==> config.mk <==
export PLATFORM = sky130hd
export DESIGN_NAME = var_delay_line
export DESIGN_NICKNAME = d
export VERILOG_FILES = /design/src/rtl/vdl_pkg.sv /design/src/rtl/vdl_stage.sv /design/src/rtl/var_delay_line.sv
export SDC_FILE = /design/constraint.sdc
export NUM_CORES = 1
export LEC_CHECK = 0
export CAP_MARGIN = 25
export CORE_MARGIN = 4
export CORE_UTILIZATION = 57
export CTS_CLUSTER_SIZE = 40
export DETAILED_ROUTE_END_ITERATION = 10
export PLACE_DENSITY = 0.9
export SYNTH_ARGS = -nofsm -noshare
export SYNTH_HDL_FRONTEND = slang
export SYNTH_SLANG_ARGS = --single-unit
export TNS_END_PERCENT = 30
==> constraint.sdc <==
create_clock -name CLK -period 4.3 [get_ports CLK]
set_input_delay 0.86 -clock CLK [delete_from_list [all_inputs] [get_ports CLK]]
set_output_delay 0.86 -clock CLK [all_outputs]
set_load 0.01 [all_outputs]
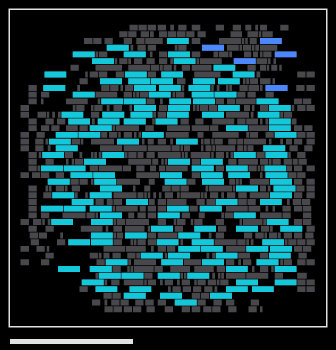
Run 1: where the registers sit
Bar = 50 um. Other cells in grey.
colour	netlist name	sequential cells	where
cyan	g_stg.u_stg.o_q	144	all over the die
blue	o_cnt	5	top right
Flop+latch power: 1.44 mW
sequential share of cell area: 0.390
Final Util: 0.683

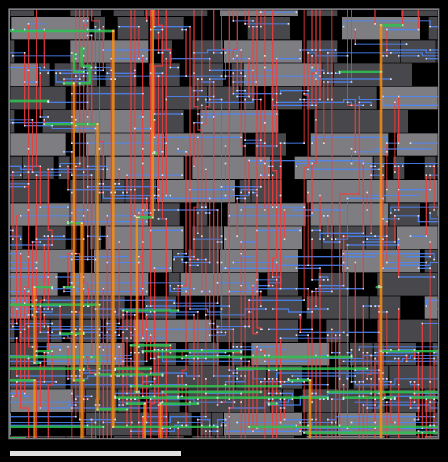
Run 1: layout detail
Bar = 20 um. Region (39, 65) to (89, 115) um. Cells in grey, sequential cells in the stronger grey; small squares are vias.
colour	layer
orange	M4
red	M2
blue	M1
green	M3
sequential cells in the window	39
most frequent	dfrtp_1 (39), nor2_1 (37), mux2i_1 (31)
cells with their middle in the window	149

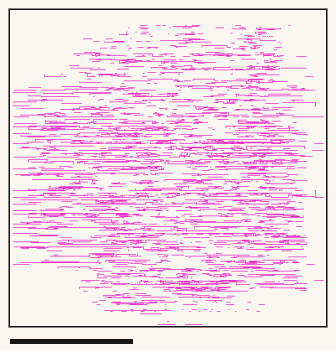
Run 1: metal 1
Bar = 50 um.
share of all routed wire	40%
longest straight run	38.6 um
DR vias: 5432
wirelength, routed: 20200 um
GR Util met1: 0.348

==> results.toml, run 1 <==
# synthesis and place-and-route metrics
[setup_path]
path_cells = "clkdlybuf4s50_1 > nor2_1 > a22oi_1 > nand2_1 > clkdlybuf4s50_1"
rr_worst_depth = 10
slowest_stage = "nor2_1"
end_kind = "primary output"
rrSetupSlack_ps = 1880
crit_top_cell = "clkdlybuf4s50_1"
crit_cells = 5
crit_fanout = 9
cp.arrival_ps = 2800
critical_path.max_stage_delay_ps = 620
critPathKind = "in2out"
critPathBufInv = 2
cp_top_family = "buffers and inverters"
cp_data_required_time_ps = 3440
crit_path_start_kind = "primary input"

[clock_tree]
clock-sinks = 149
clock_latency_ps = 420
cts_made_buffers = 17
hold_buffers = 0
h-tree-depth = 4
cts.clk_slew.worst_paths_ps = 60
cts_tree = "done"
cts_setup_buffers = 0
cts_buffer_depth = 2
post_cts_resized = 0
cts_root_buffer = "clkbuf_16"

[placement]
hpwl_um = 13900
place.gp.congestion = 0.864
port_buffers = 158

[pwr]
ir_worst_vdd_v = 0.000287
power_density_nw_per_um2 = 342
power_mw = 3.27
p_leak_nw = 4.58

[floorplanning]
io_pins = 160
dieHeight_um = 128
die_width_um = 128
initCoreUtil = 0.588
chip_area_um2 = 16400
rows = 43
fp.coreArea_um2 = 14000

[drt]
ant_nets = 0
drt_iter0_drc = 583
wl_per_cell_um = 22.0
drc = 0
drt-pass1-iter-count = 7
viasPerCell = 5.91

[logic_synthesis]
ys_chip_area_um2 = 8230
syn_inst = 714
async_reset_ff_frac = 1.00
synthTopCellsByArea = "dfrtp_1 (45%), mux2i_1 (18%), buf_4 (12%)"
top_area_frac = 0.453
yosysTopAreaCell = "dfrtp_1"
synthFlopType = "dfrtp_1"
ys_top_cells_by_count = "nor2_1 (151), dfrtp_1 (149), mux2i_1 (147)"
ys_cells = 714
synthesis.area_um2 = 8230
synth_area_per_cell_um2 = 11.5
top_cell = "nor2_1"
synth_warnings = 0
synth_flops = 149
synth_cell_types = 28
edf_count = 0
synth_nets = 737
ys_seq_frac = 0.453

[global_routing]
grt_max_degree = 104
grt_usage = 0.255
antenna_found_initial = 0
grt_pass1_vias = 5607
grt_overflow = 0
grt_pass1_wl_um = 32100

[timing]
clock.fmax_mhz = 273
hold_ws_ps = 485
finalSetupViolCount = 0
period_used_share = 0.851
skew_ps = 8.93
worst_slew_pin_slew_ps = 1010
period_needed_ps = 3660
final_hold_viol_count = 0
fin_setup_tns_ps = 0
slew_headroom = 0.326
rsz0062_at_grt = "false"
slew_viol_final = 0

[hold_path]
hold_class = "in2async"

[status]
status = "finished, final reports clean"

[layout]
combGateArea_um2 = 3280
fillers = 1008
ff_latch_area_um2 = 3730
area_growth_pct = 16.1
largest_reg_flops = 144
diodes = 0
nNetsFinal = 749
layout-drive-gt1-share = 0.0880

[run]
warnings = 28
maxCapViolations = 0
-- run 1: cells by family after synthesis --
logic type	share of synthesized area
multiplexers	0.286
buffers and inverters	0.149
AND/OR/NAND/NOR	0.0800
flip-flops	0.453
AND-OR/OR-AND	0.0205
adder cells (fa/ha/maj)	0.0100
other	0.000456
XOR/XNOR	0.00106
-- run 1: area by class of cell --
class | instances | share of cell area
flip-flops and latches | 149 | 0.390
multi-input cells | 384 | 0.343
repair buffers | 167 | 0.176
clock buffers | 25 | 0.0529
well taps | 180 | 0.0236
clock inverters | 7 | 0.0123
inverters | 7 | 0.00275
-- run 1: cell usage in the layout (no fill, tap or decap), drive strengths merged, types with 2 or more instances in the layout --
| master | netlist | layout |
|---|---|---|
| clkdlybuf4s50 | 0 | 153 |
| nor2 | 151 | 151 |
| dfrtp | 149 | 149 |
| mux2i | 147 | 147 |
| mux4 | 36 | 36 |
| clkbuf | 18 | 26 |
| a22oi | 18 | 18 |
| buf | 156 | 13 |
| nand2 | 11 | 11 |
| inv | 7 | 7 |
| ha | 5 | 5 |
| nor2b | 3 | 3 |
| clkinvlp | 0 | 3 |
| bufinv | 0 | 3 |
| a21oi | 2 | 2 |
-- run 1: report_power, final --
group	internal [mW]	total, mW	leakage (nW)	switching [mW]
Combinational	0.121	0.277	2.22	0.156
Sequential	1.42	1.44	2.07	0.0185
Clock	0.990	1.56	0.296	0.569
-- run 1: per-layer routing --
| layer | up-vias | global-route usage | share of wire |
|---|---|---|---|
| li1 | 2358 | - | - |
| met1 | 2748 | 0.348 | 0.40 |
| met2 | 278 | 0.398 | 0.48 |
| met3 | 48 | 0.0546 | 0.085 |
| met4 | 0 | 0.112 | 0.032 |
| met5 | - | 0 | 0 |
-- run 1: through the flow --
stage | setup WS (ps) | instances | cell area [um2]
detailed placement | 695 | 887 | 8930
CTS | 675 | 919 | 9560
finish | 643 | 919 | 9560
global route | 548 | 919 | 9560
floorplan | 1500 | 714 | 8230
global placement | 726 | 887 | 8930
==> run 2: changes to the inputs <==
- CELL_PAD_IN_SITES_DETAIL_PLACEMENT: unset -> 1
- CELL_PAD_IN_SITES_GLOBAL_PLACEMENT: unset -> 2
- CORE_UTILIZATION: 57 -> 31
- PLACE_DENSITY: 0.9 -> 0.8
- SETUP_SLACK_MARGIN: unset -> 0.5
- clock period: 4.3 -> 2.96 ns (I/O delays scaled with it)
==> run 2 against run 1 <==
  * Highest routed layer is now met5
  * Synthesized area unchanged
  * Die area rose by 78%
  * Synthesized cell count unchanged
  * First-iteration DRC count shrank 35%
  * Design area is 5.8% higher
  * Via count decreased by 1.3%
==> results.toml, run 2 <==
# synthesis and place-and-route metrics
[layout]
layout-drive-gt1-share = 0.171
diodes = 0
area_growth_pct = 22.8
nNetsFinal = 778
post-route-cell-area_um2 = 10100
instances_no_fill = 1102
final_common_cell = "nor2_1"
lay_top_cells = "nor2_1 (150), dfrtp_1 (149), mux2i_1 (147)"
largest_reg_flops = 144

[logic_synthesis]
edf_count = 0
ys_cells = 714
synth_cell_types = 28
ys_top_cells_by_count = "nor2_1 (151), dfrtp_1 (149), mux2i_1 (147)"
synth_flops = 149
ys_chip_area_um2 = 8230
synth_nets = 737
async_reset_ff_frac = 1.00
ys_seq_frac = 0.453
synthTopCellsByArea = "dfrtp_1 (45%), mux2i_1 (18%), buf_4 (12%)"
top_cell = "nor2_1"
synth_warnings = 0
synthesis.area_um2 = 8230
yosysTopAreaCell = "dfrtp_1"
synth_area_per_cell_um2 = 11.5
synthFlopType = "dfrtp_1"
top_area_frac = 0.453
syn_inst = 714

[pwr]
p_int_mw = 3.66
p_seq_frac = 0.434
p_leak_nw = 4.74
p_clk_frac = 0.466
combPwrFrac = 0.100
ir_worst_vdd_v = 0.000376
switchingPower_mw = 1.14
power_density_nw_per_um2 = 475
p_sw_frac = 0.238

[timing]
clock.fmax_mhz = 388
period_needed_ps = 2580
worst_slew_pin_slew_ps = 700
hold_ws_ps = 194
period_used_share = 0.871
final_hold_viol_count = 0
finalSetupViolCount = 0
slew_headroom = 0.533
slew_viol_final = 0
rsz0062_at_grt = "true"
fin_setup_tns_ps = 0

[placement]
dp_cells = 1054
place.gp.congestion = 0.763
port_buffers = 158
post_dp_cell_area_um2 = 9280
hpwl_um = 16600

[setup_path]
critPathKind = "in2out"
crit_path_start_kind = "primary input"
rrSetupSlack_ps = 630
crit_fanout = 6
end_kind = "primary output"
rr_worst_depth = 10
cp.arrival_ps = 1990
cp_data_required_time_ps = 2370

[global_routing]
grt_max_degree = 152
grt_pass1_wl_um = 37300
antenna_found_initial = 1
grt_overflow = 0
grt_pass1_vias = 5544
grt_usage = 0.170

[run]
maxCapViolations = 0
warnings = 30

[floorplanning]
die_width_um = 171
initCoreUtil = 0.316
dieHeight_um = 171
chip_area_um2 = 29200
rows = 59
io_pins = 160
fp.coreArea_um2 = 26100

[clock_tree]
cts.clk_slew.worst_paths_ps = 60
h-tree-depth = 4
clock_latency_ps = 420
cts_root_buffer = "clkbuf_16"
cts_tree = "done"
cts_buffer_depth = 2

[drt]
drc = 0
ant_nets = 0
viasPerCell = 4.87
drt_iter0_drc = 380
wl_per_cell_um = 22.2
drt-pass1-iter-count = 4

[status]
status = "finished, final reports clean"

[hold_path]
hold_class = "in2async"
## run 2: cell types whose count changed in the layout (fill, tap and decap cells not counted), moves of 3 or more
cell and change:
buf_6 +3, buf_2 +6, a22oi_2 +11, mux4_1 -11, a22oi_1 -11, dlygate4sd2_1 +3
buf_12 +9, mux4_2 +11, clkinv_2 +5, clkinvlp_4 -3, buf_4 +17, clkdlybuf4s50_1 -11
## run 2: per-layer routing
metal,routed length [um],vias up,track usage,part of all wire
li1,-,2401,-,-
met1,11800,2804,0.253,0.48
met2,11200,140,0.258,0.46
met3,1230,17,0.0377,0.050
met4,198,2,0.0320,0.0081
met5,13,-,0,0.00053
## run 2: critical path: stages
cell and delay [ps]:
buf_12 120, buf_12 140, buf_12 120, mux4_2 530
a22oi_2 220, nand2_1 100, buf_2 160
## run 2: kinds of logic (layout without fill, tap and decap cells)
family                   Yosys count  in the layout  share of synthesized area
adder cells (fa/ha/maj)            6              6                     0.0100
multiplexers                     184            184                      0.286
other                              1              1                   0.000456
AND-OR/OR-AND                     23             23                     0.0205
flip-flops                       149            149                      0.453
buffers and inverters            181            234                      0.149
AND/OR/NAND/NOR                  169            169                     0.0800
XOR/XNOR                           1              1                    0.00106
## run 2: layout make-up
type,instances,area [um2]
sequential,149,3730
timing repair buffer,196,2020
clock buffer,21,470
inverter,7,26.3
clock inverter,10,129
multi-input combinational,384,3320
tap,335,419
fill,2776,15900
## run 2: power groups by stage
stage               Combinational [mW]  Sequential [mW]  Clock, mW
detailed placement               0.440             2.12          0
CTS                              0.479             2.09       2.29
finish                           0.480             2.09       2.24
global placement                 0.437             2.12          0
global route                     0.521             2.09       2.40
floorplan                        0.265             2.12          0
## run 2: repair_timing
item,in CTS,in global routing
setup buffers,13,2
hold buffers,0,0
setup endpoints to repair,9,10
resized,64,9
pin swaps,10,5
gates cloned,2,0
## run 2: through the flow
step	util	total power, mW	setup slack, ps
after floorplan	-	2.39	646
after global placement	0.356	2.56	-246
after detailed placement	0.356	2.56	-313
after CTS	0.386	4.85	379
after global routing	0.388	5.01	328
final	0.388	4.81	383
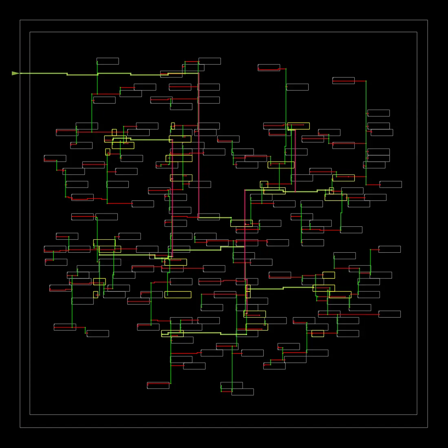
Run 2: the clock network
cts bufs inserted: 17
Worst Skew: 8.37 ps
CTS Sinks: 149

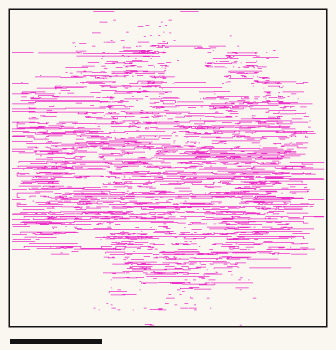
Run 2: metal 1
Bar = 50 um.
share of all routed wire	48%
main direction	horizontal
nets with wire on the layer	690
longest straight run	79.1 um
wire length on this layer	11800 um
GR Util met1: 0.253
wirelength, routed: 24400 um
DR vias: 5364

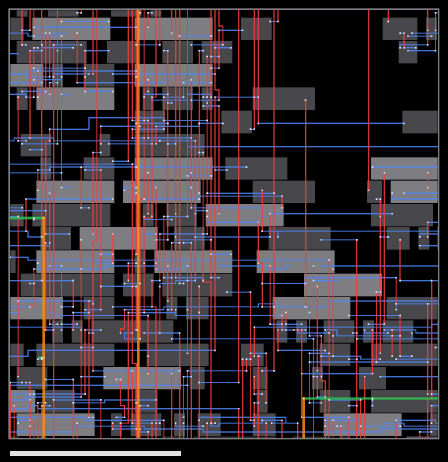
Run 2: layout detail
Bar = 20 um. Region (60, 95) to (110, 145) um. Cells in grey, sequential cells in the stronger grey; small squares are vias.
colour	layer
orange	M4
green	M3
red	M2
blue	M1
most frequent	dfrtp_1 (20), nor2_1 (18), mux2i_1 (17)
cells with their middle in the window	91
sequential cells in the window	20

No activity file was given, so power comes from the tool's default toggle rates.
